### src/rtl/mem_request_arbiter_pkg.sv
`default_nettype none
// +------------------------------------------------------------------+
// | mem_request_arbiter_pkg                                          |
// | Shared types and arbitration-mode constants for the arbiter.     |
// | Revision: 1.0                                                    |
// +------------------------------------------------------------------+
package mem_request_arbiter_pkg;

  typedef enum logic [1:0] {
    IDLE   = 2'd0,
    ACCESS = 2'd1,
    RESP   = 2'd2,
    HALTED = 2'd3
  } arb_state_t;

  typedef enum logic {
    OP_READ  = 1'b0,
    OP_WRITE = 1'b1
  } arb_op_t;

  localparam int PRIO_RR    = 0;
  localparam int PRIO_FIXED = 1;

endpackage
`default_nettype wire

### src/rtl/mem_request_arbiter_rr_arbiter.sv
`default_nettype none
// +------------------------------------------------------------------+
// | rr_arbiter                                                       |
// | Combinational round-robin / fixed-priority channel selector.     |
// | Revision: 1.0                                                    |
// +------------------------------------------------------------------+
module rr_arbiter
  import mem_request_arbiter_pkg::*;
#(
  parameter int NCH   = 2,
  parameter int IDX_W = (NCH > 1) ? $clog2(NCH) : 1
) (
  input  logic [NCH-1:0]   pending_i,
  input  logic [IDX_W-1:0] ptr_i,
  input  logic             mode_i,
  output logic             valid_o,
  output logic [NCH-1:0]   grant_o,
  output logic [IDX_W-1:0] grant_idx_o
);

  always_comb begin
    valid_o     = 1'b0;
    grant_idx_o = '0;
    grant_o     = '0;
    if (int'(mode_i) == PRIO_FIXED) begin
      for (int i = 0; i < NCH; i++) begin
        if (pending_i[i]) begin
          valid_o     = 1'b1;
          grant_idx_o = IDX_W'(i);
        end
      end
    end else begin
      // Scan farthest-first so the channel nearest after the pointer is written last.
      for (int k = NCH; k >= 1; k--) begin
        if (pending_i[(int'(ptr_i) + k) % NCH]) begin
          valid_o     = 1'b1;
          grant_idx_o = IDX_W'((int'(ptr_i) + k) % NCH);
        end
      end
    end
    if (valid_o) begin
      grant_o[grant_idx_o] = 1'b1;
    end
  end

endmodule
`default_nettype wire

### src/rtl/mem_request_arbiter.sv
`default_nettype none
// +------------------------------------------------------------------+
// | mem_request_arbiter                                              |
// | Grants one of NCH requesters onto a single memory port.          |
// | Revision: 1.0                                                    |
// +------------------------------------------------------------------+
module mem_request_arbiter
  import mem_request_arbiter_pkg::*;
#(
  parameter int NCH       = 2,
  parameter int ADDR_W    = 32,
  parameter int DATA_W    = 32,
  parameter int PRIO_MODE = 0,
  parameter int TIMEOUT   = 255
) (
  input  logic                  CLK,
  input  logic                  nRST,
  input  logic                  halt,
  input  logic [NCH-1:0]        req_ren,
  input  logic [NCH-1:0]        req_wen,
  input  logic [NCH*ADDR_W-1:0] req_addr,
  input  logic [NCH*DATA_W-1:0] req_wdata,
  output logic [NCH-1:0]        req_hit,
  output logic [NCH-1:0]        req_err,
  output logic [DATA_W-1:0]     req_rdata,
  output logic                  mem_ren,
  output logic                  mem_wen,
  output logic [ADDR_W-1:0]     mem_addr,
  output logic [DATA_W-1:0]     mem_store,
  input  logic [DATA_W-1:0]     mem_load,
  input  logic                  mem_wait,
  output logic                  busy,
  output logic                  halted
);

  localparam int               IDX_W    = (NCH > 1) ? $clog2(NCH) : 1;
  localparam int               CNT_W    = $clog2(TIMEOUT + 1);
  localparam logic [CNT_W-1:0] CNT_LAST = CNT_W'(TIMEOUT - 1);
  localparam logic [IDX_W-1:0] PTR_RST  = IDX_W'(NCH - 1);

  arb_state_t        state_q, state_d;
  arb_op_t           op_q, op_d;
  logic [IDX_W-1:0]  ptr_q, ptr_d;
  logic [IDX_W-1:0]  grant_idx_q, grant_idx_d;
  logic [NCH-1:0]    grant_oh_q, grant_oh_d;
  logic [CNT_W-1:0]  cnt_q, cnt_d;
  logic [ADDR_W-1:0] addr_q, addr_d;
  logic [DATA_W-1:0] store_q, store_d;
  logic [DATA_W-1:0] rdata_q, rdata_d;
  logic              ren_q, ren_d;
  logic              wen_q, wen_d;
  logic [NCH-1:0]    hit_q, hit_d;
  logic [NCH-1:0]    err_q, err_d;
  logic              busy_q, busy_d;
  logic              halted_q, halted_d;

  logic [ADDR_W-1:0] ch_addr  [NCH];
  logic [DATA_W-1:0] ch_wdata [NCH];
  logic [NCH-1:0]    pending;
  logic              arb_valid;
  logic [NCH-1:0]    arb_grant;
  logic [IDX_W-1:0]  arb_idx;

  generate
    for (genvar g = 0; g < NCH; g++) begin : g_unpack
      assign ch_addr[g]  = req_addr[g*ADDR_W +: ADDR_W];
      assign ch_wdata[g] = req_wdata[g*DATA_W +: DATA_W];
    end
  endgenerate

  assign pending = req_ren | req_wen;

  rr_arbiter #(
    .NCH   (NCH),
    .IDX_W (IDX_W)
  ) u_arb (
    .pending_i   (pending),
    .ptr_i       (ptr_q),
    .mode_i      (PRIO_MODE == PRIO_FIXED),
    .valid_o     (arb_valid),
    .grant_o     (arb_grant),
    .grant_idx_o (arb_idx)
  );

  always_comb begin
    state_d     = state_q;
    op_d        = op_q;
    ptr_d       = ptr_q;
    grant_idx_d = grant_idx_q;
    grant_oh_d  = grant_oh_q;
    cnt_d       = cnt_q;
    addr_d      = addr_q;
    store_d     = store_q;
    rdata_d     = rdata_q;
    ren_d       = ren_q;
    wen_d       = wen_q;
    hit_d       = '0;
    err_d       = '0;

    case (state_q)
      IDLE: begin
        if (halt) begin
          state_d = HALTED;
        end else if (arb_valid) begin
          grant_idx_d = arb_idx;
          grant_oh_d  = arb_grant;
          addr_d      = ch_addr[arb_idx];
          store_d     = ch_wdata[arb_idx];
          op_d        = req_wen[arb_idx] ? OP_WRITE : OP_READ;
          wen_d       = req_wen[arb_idx];
          ren_d       = req_ren[arb_idx] & ~req_wen[arb_idx];
          cnt_d       = '0;
          state_d     = ACCESS;
        end
      end
      ACCESS: begin
        if (!mem_wait) begin
          if (op_q == OP_READ) begin
            rdata_d = mem_load;
          end
          ren_d   = 1'b0;
          wen_d   = 1'b0;
          hit_d   = grant_oh_q;
          ptr_d   = grant_idx_q;
          state_d = RESP;
        end else if (cnt_q == CNT_LAST) begin
          ren_d   = 1'b0;
          wen_d   = 1'b0;
          err_d   = grant_oh_q;
          ptr_d   = grant_idx_q;
          cnt_d   = cnt_q + CNT_W'(1);
          state_d = halt ? HALTED : IDLE;
        end else begin
          cnt_d = cnt_q + CNT_W'(1);
        end
      end
      RESP: begin
        state_d = halt ? HALTED : IDLE;
      end
      default: begin
        state_d = HALTED;
      end
    endcase

    // Parking quiesces the memory side; a timeout err pulse may still coincide.
    if (state_d == HALTED) begin
      ren_d   = 1'b0;
      wen_d   = 1'b0;
      addr_d  = '0;
      store_d = '0;
      rdata_d = '0;
      hit_d   = '0;
    end
    busy_d   = (state_d == ACCESS) || (state_d == RESP);
    halted_d = (state_d == HALTED);
  end

  always_ff @(posedge CLK or negedge nRST) begin
    if (!nRST) begin
      state_q     <= IDLE;
      op_q        <= OP_READ;
      ptr_q       <= PTR_RST;
      grant_idx_q <= '0;
      grant_oh_q  <= '0;
      cnt_q       <= '0;
      addr_q      <= '0;
      store_q     <= '0;
      rdata_q     <= '0;
      ren_q       <= 1'b0;
      wen_q       <= 1'b0;
      hit_q       <= '0;
      err_q       <= '0;
      busy_q      <= 1'b0;
      halted_q    <= 1'b0;
    end else begin
      state_q     <= state_d;
      op_q        <= op_d;
      ptr_q       <= ptr_d;
      grant_idx_q <= grant_idx_d;
      grant_oh_q  <= grant_oh_d;
      cnt_q       <= cnt_d;
      addr_q      <= addr_d;
      store_q     <= store_d;
      rdata_q     <= rdata_d;
      ren_q       <= ren_d;
      wen_q       <= wen_d;
      hit_q       <= hit_d;
      err_q       <= err_d;
      busy_q      <= busy_d;
      halted_q    <= halted_d;
    end
  end

  assign req_hit   = hit_q;
  assign req_err   = err_q;
  assign req_rdata = rdata_q;
  assign mem_ren   = ren_q;
  assign mem_wen   = wen_q;
  assign mem_addr  = addr_q;
  assign mem_store = store_q;
  assign busy      = busy_q;
  assign halted    = halted_q;

endmodule
`default_nettype wire

### config.mk
export PLATFORM = sky130hd
export DESIGN_NAME = mem_request_arbiter
export DESIGN_NICKNAME = d
export VERILOG_FILES = /design/src/rtl/mem_request_arbiter_pkg.sv /design/src/rtl/mem_request_arbiter_rr_arbiter.sv /design/src/rtl/mem_request_arbiter.sv
export SDC_FILE = /design/constraint.sdc
export NUM_CORES = 1
export LEC_CHECK = 0
export CAP_MARGIN = 15
export CORE_MARGIN = 5
export CORE_UTILIZATION = 43
export CTS_CLUSTER_SIZE = 24
export DETAILED_ROUTE_END_ITERATION = 8
export PLACE_DENSITY = 0.94
export SLEW_MARGIN = 20
export SYNTH_ARGS = -nofsm -noshare
export SYNTH_HDL_FRONTEND = slang
export SYNTH_SLANG_ARGS = --single-unit
### constraint.sdc
create_clock -name CLK -period 6.7 [get_ports CLK]
set_input_delay 0.67 -clock CLK [delete_from_list [all_inputs] [get_ports CLK]]
set_output_delay 0.67 -clock CLK [all_outputs]
set_load 0.005 [all_outputs]
==> reports/qor.yml <==
status:
  outcome: "finished clean"
yosys:
  netlist-cell-type-count: 41
  part_of_the_yosys_area_used_for_sequential_elements_pct: 56.8
  area_reported_by_yosys_stat_mm2: 0.00520
  synth_top_cell_by_count: "sky130_fd_sc_hd__dfrtp_1"
  synthesis.nets: 573
  xor_area_share_pct: 0.674
  edf_count: 0
  syn_area_per_cell_um2: 12.9
  ys_cells: 402
  simple_gate_area_share_pct: 5.36
  synth-compound-area-share_pct: 19.9
  post_synth_instance_area_mm2: 0.00520
  topCellsByArea: "sky130_fd_sc_hd__dfrtp_1, sky130_fd_sc_hd__mux2i_1, sky130_fd_sc_hd__o2bb2ai_1, sky130_fd_sc_hd__a22o_1, sky130_fd_sc_hd__buf_2"
  muxShareOfSynthArea_pct: 13.0
  syn-instance-count: 402
  postSynth.asyncResetShare_pct: 100
  dominantRegCellSynth: "sky130_fd_sc_hd__dfrtp_1"
setup_path:
  path_depth: 8
  worst_path_largest_cell_delay_ns: 0.59
  worst_setup_path_startpoint: "req_wen[1]"
  critical_path.endpoint: "mem_addr[0]"
  slowest_stage_cell_cp: "sky130_fd_sc_hd__nor4_2"
  setup.worst_path.start_class: "input pin"
  setup.worst_path.end_class: "register"
  launching_point_of_the_worst_reg2reg_path: "cnt_q[0]"
  crit_buf_inv: 2
  cp_max_fo: 58
  r2r_slack_ns: 3.61
  critPathArrivalTime_ns: 3.48
timing:
  postLayoutSetupSlackWorst_ns: 3.52
  timing_hold_violations_final: 0
  fin_crit_sh_pct: 47.4
  final.hold.worst_slack_ns: 0.294
  slew-limit-headroom_pct: 31.6
  unrepaired_setup_endpoints_after_global_routing: "false"
  setup_tns_final_ns: 0
  clock-skew-final_ns: 0.00833
  drv_slew: 0
layout:
  area_growth_syn_to_layout_pct: 65.7
  final_nets: 834
  design_area_mm2: 0.00862
  final_util_pct: 72.4
pwr:
  p_sw_uw: 857
  p_seq_uw: 965
  cell_internal_pwr_uw: 1990
  vdd_ir_drop_max_mv: 0.308
  power_top_consumer: "the clock network"
  p_clk_uw: 973
  pg_comb_uw: 914
  power.share.clock_pct: 34.1
  power_frac_seq_pct: 33.8
  switching_fraction_of_total_power_pct: 30.1
clock_tree:
  clockRootBuffer: "sky130_fd_sc_hd__clkbuf_16"
  clkSlewWorstSetupHoldPaths_ns: 0.05
  cts_max_path_buffers: 2
  worst_skew_pair_latency_ns: 0.40
  cts_repair_resize_count: 0
  tritoncts: "built"
global_route:
  grtUsageMet3_pct: 6.79
  grt_pass1_vias: 4832
  grt_antenna_before_repair: 2
  grt_pass1_wl_mm: 26.6
  global_route.usage.met1_pct: 28.0
  globalRouteMet2Util_pct: 40.7
  grt_max_usage_layer: "met2"
run:
  drv.max_cap_violation_count: 0
  count_of_warning_messages_emitted_by_the_tools: 27
detailed_routing:
  drt_drc_violations_left: 0
  ant_nets: 0
  detail_route.vias_per_cell: 5.51
  wire_per_inst_um: 20.6
  1st_iter_drt_viols: 264
  routed-wl-met2_mm: 8.86
floorplan:
  placeableCoreArea_mm2: 0.0119
  fp_util_pct: 43.7
min_path:
  worstHoldPathType: "input pin to async pin"
placement:
  preCtsSetupSlack_ns: 3.00
[cell type report]
cell class	instances	area, um2
Sequential cell	118	2950
Fill cell	783	3290
Tap cell	147	184
Multi-Input combinational cell	249	2090
Inverter	2	7.51
Clock inverter	13	206
Clock buffer	18	429
Timing Repair Buffer	275	2740
Antenna cell	2	5.00
[placed cells by master (no fill, tap or decap), types with 2 or more instances in the layout]
master                            count
sky130_fd_sc_hd__xor2_1               2
sky130_fd_sc_hd__clkinvlp_4           5
sky130_fd_sc_hd__nand2_1             12
sky130_fd_sc_hd__nand3_1              2
sky130_fd_sc_hd__a21oi_1             13
sky130_fd_sc_hd__dfrtp_1            117
sky130_fd_sc_hd__nor4_1               2
sky130_fd_sc_hd__xnor2_1              2
sky130_fd_sc_hd__a22o_1              34
sky130_fd_sc_hd__diode_2              2
sky130_fd_sc_hd__nor4b_1              3
sky130_fd_sc_hd__or2_2                2
sky130_fd_sc_hd__o2bb2ai_1           63
sky130_fd_sc_hd__nor3_1               3
sky130_fd_sc_hd__bufinv_16            5
sky130_fd_sc_hd__nor2_1               8
sky130_fd_sc_hd__nor2b_1              2
sky130_fd_sc_hd__clkinv_2             2
sky130_fd_sc_hd__inv_1                2
sky130_fd_sc_hd__clkbuf_16           17
sky130_fd_sc_hd__nand2b_1             3
sky130_fd_sc_hd__mux2i_1             64
sky130_fd_sc_hd__clkdlybuf4s50_1    270
sky130_fd_sc_hd__mux2_2               3
sky130_fd_sc_hd__or3_1                2
sky130_fd_sc_hd__ha_1                 3
sky130_fd_sc_hd__buf_4                5
sky130_fd_sc_hd__o21ai_0              7
sky130_fd_sc_hd__and3_1               2
The metal 1 layer:
Drawn at 4 px/um. Supply wires on this layer in gray. Cells faint in the background.
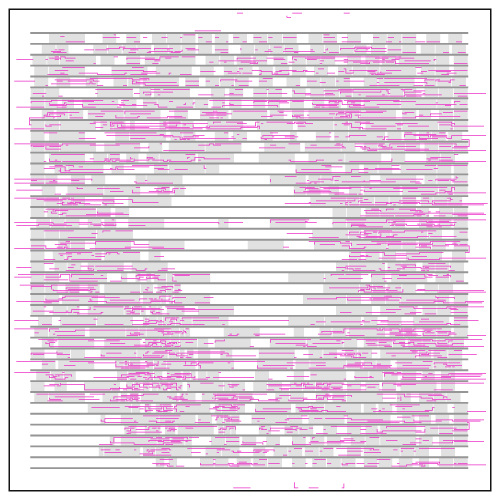
share of all routed wire = 39%
nets with wire on the layer = 748

The metal 4 layer:
Drawn at 4 px/um. Supply wires on this layer in gray.
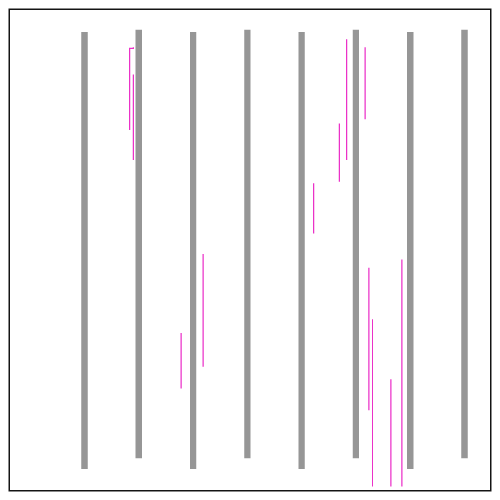
longest straight run = 56.4 um
nets with wire on the layer = 10
main direction = vertical
wire length on this layer = 318 um
share of all routed wire = 1.9%

Power and IR drop assume default switching activity.
